**Run 1: clock network drawn from the DEF**

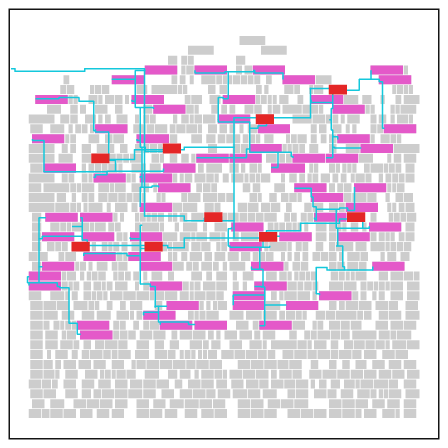
**Run 1: routing congestion**

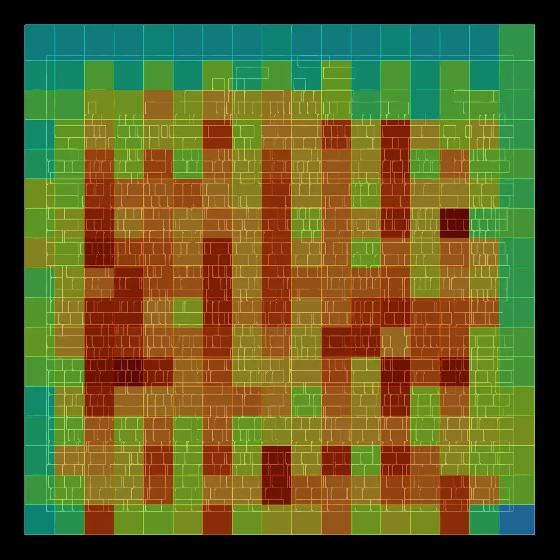
**Run 1: register map, names as in the netlist**

Other sequential cells in the stronger gray, the rest of the logic in the fainter gray.
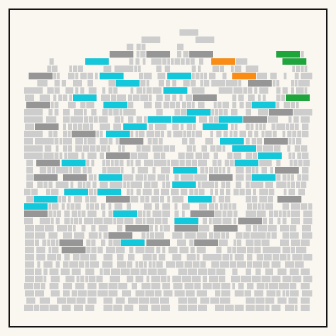
==> src/rtl/fetch_pkg.sv <==
// Shared fetch encodings: pc_sel values (also used by the branch-logic block),
// fetch FSM states and the default boot address.
package fetch_pkg;

    typedef enum logic [2:0] {
        PC_4   = 3'd0,
        PC_BR  = 3'd1,
        PC_J   = 3'd2,
        PC_JR  = 3'd3,
        PC_EXC = 3'd4
    } pc_sel_e;

    typedef enum logic [1:0] {
        BOOT = 2'd0,
        RUN  = 2'd1,
        PEND = 2'd2
    } fetch_state_e;

    localparam logic [31:0] RESET_PC_DEFAULT = 32'h0000_2000;

endpackage

==> src/rtl/if_kill_counter.sv <==
// Squash-pulse generator: a load produces exactly KILL_CYCLES consecutive kill
// cycles, the load cycle included; a reload restarts the run without accumulating.
module if_kill_counter #(
    parameter int KILL_CYCLES = 2
) (
    input  logic clk,
    input  logic reset,
    input  logic load,
    output logic kill
);

    logic [2:0] cnt_q, cnt_d;

    // Counter holds the kills still owed after the current cycle.
    always_comb begin
        cnt_d = cnt_q;
        if (load)
            cnt_d = 3'(KILL_CYCLES - 1);
        else if (cnt_q != 3'd0)
            cnt_d = cnt_q - 3'd1;
    end

    always_ff @(posedge clk or negedge reset) begin
        if (!reset) cnt_q <= 3'd0;
        else        cnt_q <= cnt_d;
    end

    assign kill = load || (cnt_q != 3'd0);

endmodule

==> src/rtl/fetch_redirect_ctrl.sv <==
// Fetch PC sequencer: redirect target mux, BOOT/RUN/PEND FSM, imem handshake.
// Define FETCH_MISALIGN_TRAP_EN to divert misaligned BR/JMP/JALR targets to io_evec.
module fetch_redirect_ctrl
    import fetch_pkg::*;
#(
    parameter int              XLEN        = 32,
    parameter logic [XLEN-1:0] RESET_PC    = XLEN'(RESET_PC_DEFAULT),
    parameter int              KILL_CYCLES = 2
) (
    input  logic            clk,
    input  logic            reset,
    input  logic [2:0]      io_pc_sel,
    input  logic            io_exe_valid,
    input  logic [XLEN-1:0] io_br_target,
    input  logic [XLEN-1:0] io_jmp_target,
    input  logic [XLEN-1:0] io_jalr_target,
    input  logic [XLEN-1:0] io_evec,
    output logic            io_imem_req_valid,
    input  logic            io_imem_req_ready,
    output logic [XLEN-1:0] io_imem_req_addr,
    output logic            io_if_kill,
`ifdef FETCH_MISALIGN_TRAP_EN
    output logic            io_misalign_excp,
`endif
    output logic            io_redirect_busy
);

    localparam logic [XLEN-1:0] PC_STEP = XLEN'(4);

    fetch_state_e    state_q, state_d;
    logic [XLEN-1:0] pc_q, pc_d;
    logic [XLEN-1:0] pend_q, pend_d;
    logic [XLEN-1:0] tgt;
    logic            sel_redir;
    logic            redirect;

    always_comb begin
        tgt       = io_br_target;
        sel_redir = 1'b0;
        case (io_pc_sel)
            PC_BR:   begin tgt = io_br_target;  sel_redir = 1'b1; end
            PC_J:    begin tgt = io_jmp_target; sel_redir = 1'b1; end
            PC_JR:   begin tgt = io_jalr_target & ~XLEN'(1); sel_redir = 1'b1; end
            PC_EXC:  begin tgt = io_evec;       sel_redir = 1'b1; end
            default: ;
        endcase
`ifdef FETCH_MISALIGN_TRAP_EN
        if (sel_redir && io_pc_sel != PC_EXC && tgt[1:0] != 2'b00)
            tgt = io_evec;
`endif
    end

    // Redirects are ignored in BOOT so every output stays low through reset.
    assign redirect = io_exe_valid && sel_redir && (state_q != BOOT);

`ifdef FETCH_MISALIGN_TRAP_EN
    always_comb begin
        io_misalign_excp = 1'b0;
        case (io_pc_sel)
            PC_BR:   io_misalign_excp = redirect && (io_br_target[1:0]   != 2'b00);
            PC_J:    io_misalign_excp = redirect && (io_jmp_target[1:0]  != 2'b00);
            PC_JR:   io_misalign_excp = redirect &&  io_jalr_target[1];
            default: ;
        endcase
    end
`endif

    always_comb begin
        state_d           = state_q;
        pc_d              = pc_q;
        pend_d            = pend_q;
        io_imem_req_valid = 1'b0;
        io_imem_req_addr  = pc_q;
        io_redirect_busy  = 1'b0;
        case (state_q)
            BOOT: state_d = RUN;
            RUN: begin
                io_imem_req_valid = 1'b1;
                if (redirect) begin
                    io_imem_req_addr = tgt;
                    if (io_imem_req_ready) begin
                        pc_d = tgt + PC_STEP;
                    end else begin
                        pend_d  = tgt;
                        state_d = PEND;
                    end
                end else if (io_imem_req_ready) begin
                    pc_d = pc_q + PC_STEP;
                end
            end
            PEND: begin
                io_imem_req_valid = 1'b1;
                io_redirect_busy  = 1'b1;
                io_imem_req_addr  = redirect ? tgt : pend_q;
                if (redirect) pend_d = tgt;
                if (io_imem_req_ready) begin
                    pc_d    = io_imem_req_addr + PC_STEP;
                    state_d = RUN;
                end
            end
            default: state_d = BOOT;
        endcase
    end

    always_ff @(posedge clk or negedge reset) begin
        if (!reset) begin
            state_q <= BOOT;
            pc_q    <= RESET_PC;
            pend_q  <= '0;
        end else begin
            state_q <= state_d;
            pc_q    <= pc_d;
            pend_q  <= pend_d;
        end
    end

    if_kill_counter #(.KILL_CYCLES(KILL_CYCLES)) u_kill (
        .clk   (clk),
        .reset (reset),
        .load  (redirect),
        .kill  (io_if_kill)
    );

endmodule

==> config.mk <==
export PLATFORM = sky130hd
export DESIGN_NAME = fetch_redirect_ctrl
export DESIGN_NICKNAME = d
export VERILOG_FILES = /design/src/rtl/fetch_pkg.sv /design/src/rtl/if_kill_counter.sv /design/src/rtl/fetch_redirect_ctrl.sv
export SDC_FILE = /design/constraint.sdc
export NUM_CORES = 1
export LEC_CHECK = 0
export CAP_MARGIN = 20
export CORE_MARGIN = 5
export CORE_UTILIZATION = 56
export CTS_BUF_LIST = sky130_fd_sc_hd__clkbuf_8
export DETAILED_ROUTE_END_ITERATION = 8
export PLACE_DENSITY = 0.9
export SLEW_MARGIN = 10
export SYNTH_ARGS = -nofsm -noshare
export SYNTH_HDL_FRONTEND = slang
export SYNTH_SLANG_ARGS = --single-unit
==> constraint.sdc <==
create_clock -name clk -period 5.7 [get_ports clk]
set_clock_uncertainty 0.1 [all_clocks]
set_input_delay 0.855 -clock clk [delete_from_list [all_inputs] [get_ports clk]]
set_output_delay 0.855 -clock clk [all_outputs]
set_load 0.03 [all_outputs]
==> metrics.cfg, run 1 <==
[run_status]
run_status=finished, final reports clean

[routing]
met3_wirelength_mm=1.89
final_antenna_net_count=0
detail_route.first_pass.iterations=6

[global_routing]
initial_antenna_violation_count=0
grt_most_used_layer=met2
globalRouteMet1Util_pct=39.1

[cts]
cts_max_level=3
cts_tree=done

[sta]
finalSetupViolations=0
holdWs_ns=0.412
post-route-period-util_pct=85.0
max-slew-margin-rel_pct=36.6

[setup_path]
crit_path_max_incr_delay_ns=0.72

[place]
port_buffers=168

[yosys]
synthesis.nets=1011
ys_cells=869
ys_top_cells_by_area=sky130_fd_sc_hd__dfrtp_1 (26%), sky130_fd_sc_hd__mux2i_1 (7.3%), sky130_fd_sc_hd__o21ai_0 (6.8%)

[power]
comb_cell_power_mw=2.72
seq_power_share_pct=22.6

Notes on 'clock network drawn from the DEF' above:
[clock wires] cyan | length: 973 um
[flip-flops] magenta | count: 69
[clock drivers] red | count: 9
routed clock nets: 10
clock power share: 9.9%
clock group power: 0.401 mW

Notes on 'routing congestion' above:
M2 GR Usage: 51.3%
Routed wire per std cell: 19.2 um
gr usage total: 30.6%

Notes on 'register map, names as in the netlist' above:
[state_q] orange | placed flops: 2
[pc_q] cyan | placed flops: 32
[u_kill.cnt_q] green | placed flops: 3
not colored: 32
share of the final layout cell area in sequential cells: 20.1%
share of the core filled with cells: 74.7%

[run 1: area by class of cell]
cell class	count	area share, %
timing repair buffer	190	22.2
clock inverter	3	0.204
inverter	14	0.611
clock buffer	13	2.08
multi-input combinational	716	52.7
tap	143	2.08
sequential	69	20.1
[run 1: worst reg2reg max path: cells and delay by family (launching register included)]
kind            cells  cell delay (ns)
mux                 1             0.25
simple gates        3             1.62
fa+ha+maj           1             0.21
compound gates      4             1.33
flops               1             0.40
buf+inv             1             0.10
[run 1: logic make-up (layout without fill, tap and decap cells)]
| family | count (synthesis) | after routing | synth area share, % |
|---|---|---|---|
| and+or+nand+nor | 310 | 310 | 23.0 |
| AOI/OAI and AO/OA | 299 | 299 | 28.4 |
| adders and majority gates | 7 | 7 | 1.33 |
| buffers and inverters | 84 | 220 | 5.45 |
| muxes | 86 | 86 | 13.8 |
| DFF | 69 | 69 | 26.2 |
| xor gates and xnor gates | 14 | 14 | 1.86 |
[run 1: how the worst min path moves through the flow]
stage	from	to	slack, ns	cells past startpoint
3_5_place_dp	pc_q[13]$_DFFE_PN1P_	pc_q[13]$_DFFE_PN1P_	0.39	2
3_3_place_gp	pc_q[1]$_DFFE_PN0P_	pc_q[1]$_DFFE_PN0P_	0.37	2
6_report	pend_q[22]$_DFFE_PN0P_	pend_q[22]$_DFFE_PN0P_	0.41	2
2_1_floorplan	pc_q[1]$_DFFE_PN0P_	pc_q[1]$_DFFE_PN0P_	0.35	2
4_1_cts	pc_q[13]$_DFFE_PN1P_	pc_q[13]$_DFFE_PN1P_	0.40	2
5_1_grt	pend_q[26]$_DFFE_PN0P_	pend_q[26]$_DFFE_PN0P_	0.45	1
[run 1: state kept, by name (all words and copies together) (netlist names)]
signal,flops
pc_q,32
pend_q,32
state_q,2
u_kill.cnt_q,3
**Run 1: floorplan with the power grid**

Pins as bars on the die edge. Tap cells in gray.
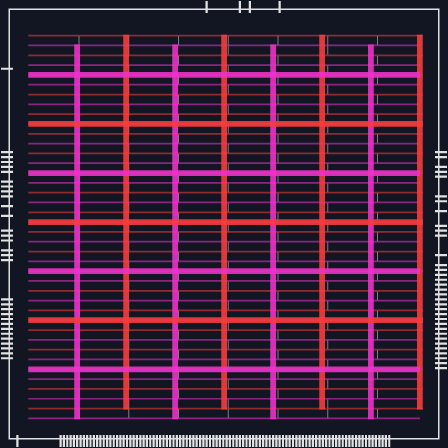

--- run 2 (diff from run 1) ---
CELL_PAD_IN_SITES_DETAIL_PLACEMENT = 1   (was unset)
CELL_PAD_IN_SITES_GLOBAL_PLACEMENT = 2   (was unset)
CORE_UTILIZATION = 31   (was 56)
PLACE_DENSITY = unset   (was 0.9)
PLACE_DENSITY_LB_ADDON = 0.1   (was unset)
**Run 2: floorplan with the power grid**

Pins as bars on the die edge. Tap cells in gray.
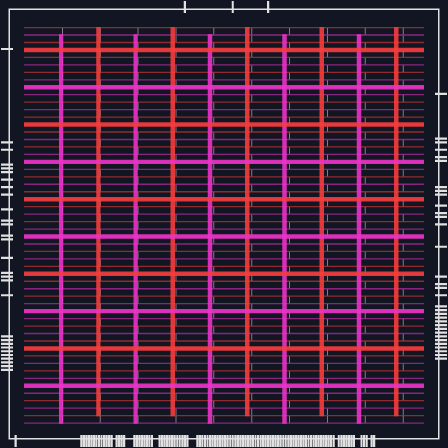
[VSS] magenta
[VDD] red
met1 rails: 54
rows: 53
tap cells: 275
signal pins: 170
met4 straps: 10
vertical extent of the die: 156 um
standard cell core area: 21000 um2
Die Span X: 156 um
worst supply voltage drop on vdd: 0.361 mV

**Run 2: clock network drawn from the DEF**

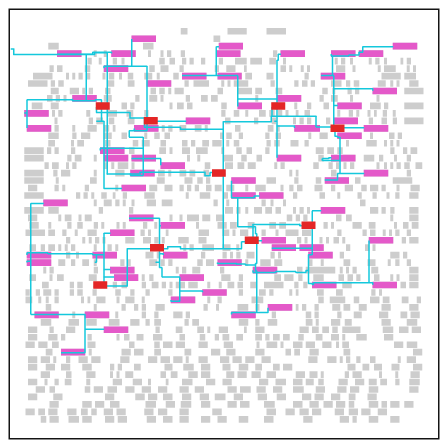
[flip-flops] magenta | count: 69
[clock drivers] red | count: 9
[clock wires] cyan | length: 1290 um
routed clock nets: 10
clock network latency to the later pin of the worst-skew pair: 0.37 ns
clock group power: 0.419 mW
clock power share: 10.1%

==> metrics.cfg, run 2 <==
[sta]
max-slew-margin-rel_pct=35.0
finalSetupViolations=0
post-route-period-util_pct=86.2

[setup_path]
worstPathArrival_ns=3.96
max_fo_critical_path=28
crit_path_max_incr_delay_ns=0.69

[global_routing]
groute.layer.met2.usage_pct=36.9
grt_usage_pct=21.6
globalRouteMet1Util_pct=28.8
grt_most_used_layer=met2

[floorplan]
core.rowCount=53

[yosys]
ys_cells=869
ys_top_cells_by_area=sky130_fd_sc_hd__dfrtp_1 (26%), sky130_fd_sc_hd__mux2i_1 (7.3%), sky130_fd_sc_hd__o21ai_0 (6.8%)
synthesis.nets=1011

[routing]
met3_wirelength_um=990
detail_route.wirelength.met1_mm=12.2
detail_route.first_pass.iterations=4
wl_met2_mm=12.7
final_antenna_net_count=0

[cts]
cts_max_level=3
cts_tree=done

[min_path]
hold_path_depth=2
hold_path_startpoint=pc_q[13]$_DFFE_PN1P_
worst_hold_path.endpoint=pc_q[13]$_DFFE_PN1P_

[power]
seq_power_share_pct=21.9
comb_cell_power_mw=2.83

[final_layout]
largestRegisters=pc_q (32), pend_q (32), u_kill.cnt_q (3)

[run_status]
run_status=finished, final reports clean

[place]
port_buffers=168

==> run 2: cell counts after synthesis <==
No cell type changed its count.
==> run 2: layout make-up <==
| cell class | count | area (um2) | share of cell area [%] |
|---|---|---|---|
| multi-input combinational | 716 | 4540 | 51.5 |
| clock inverter | 7 | 67.6 | 0.766 |
| tap | 275 | 344 | 3.90 |
| clock buffer | 9 | 124 | 1.40 |
| timing repair buffer | 190 | 1970 | 22.3 |
| sequential | 69 | 1730 | 19.6 |
| inverter | 14 | 52.6 | 0.595 |
==> run 2: kinds of logic (layout without fill, tap and decap cells) <==
logic type | Yosys count | count (layout) | share of synthesized area, %
AND/OR/NAND/NOR | 310 | 310 | 23.0
AND-OR/OR-AND | 299 | 299 | 28.4
multiplexers | 86 | 86 | 13.8
buffers and inverters | 84 | 220 | 5.45
flip-flops | 69 | 69 | 26.2
XOR/XNOR | 14 | 14 | 1.86
adder cells (fa/ha/maj) | 7 | 7 | 1.33
==> run 2: stage by stage <==
stage                     utilization [%]  hold WS (ns)
after CTS                            42.0         0.410
after global routing                 42.0         0.432
final                                42.0         0.407
after global placement               41.1         0.376
after floorplan                         -         0.349
after detailed placement             41.1         0.390
==> run 2: how the worst max path moves through the flow <==
stage                            start                    to  cells past startpoint
after CTS                 io_pc_sel[2]  io_imem_req_addr[31]                     11
after global placement    io_pc_sel[2]  pc_q[23]$_DFFE_PN0P_                      9
after detailed placement  io_pc_sel[2]  pc_q[23]$_DFFE_PN0P_                      9
after global routing      io_pc_sel[2]  io_imem_req_addr[30]                     11
final                     io_pc_sel[2]  io_imem_req_addr[31]                     11
after floorplan           io_pc_sel[0]  io_imem_req_addr[29]                     12
Power and IR drop assume default switching activity.
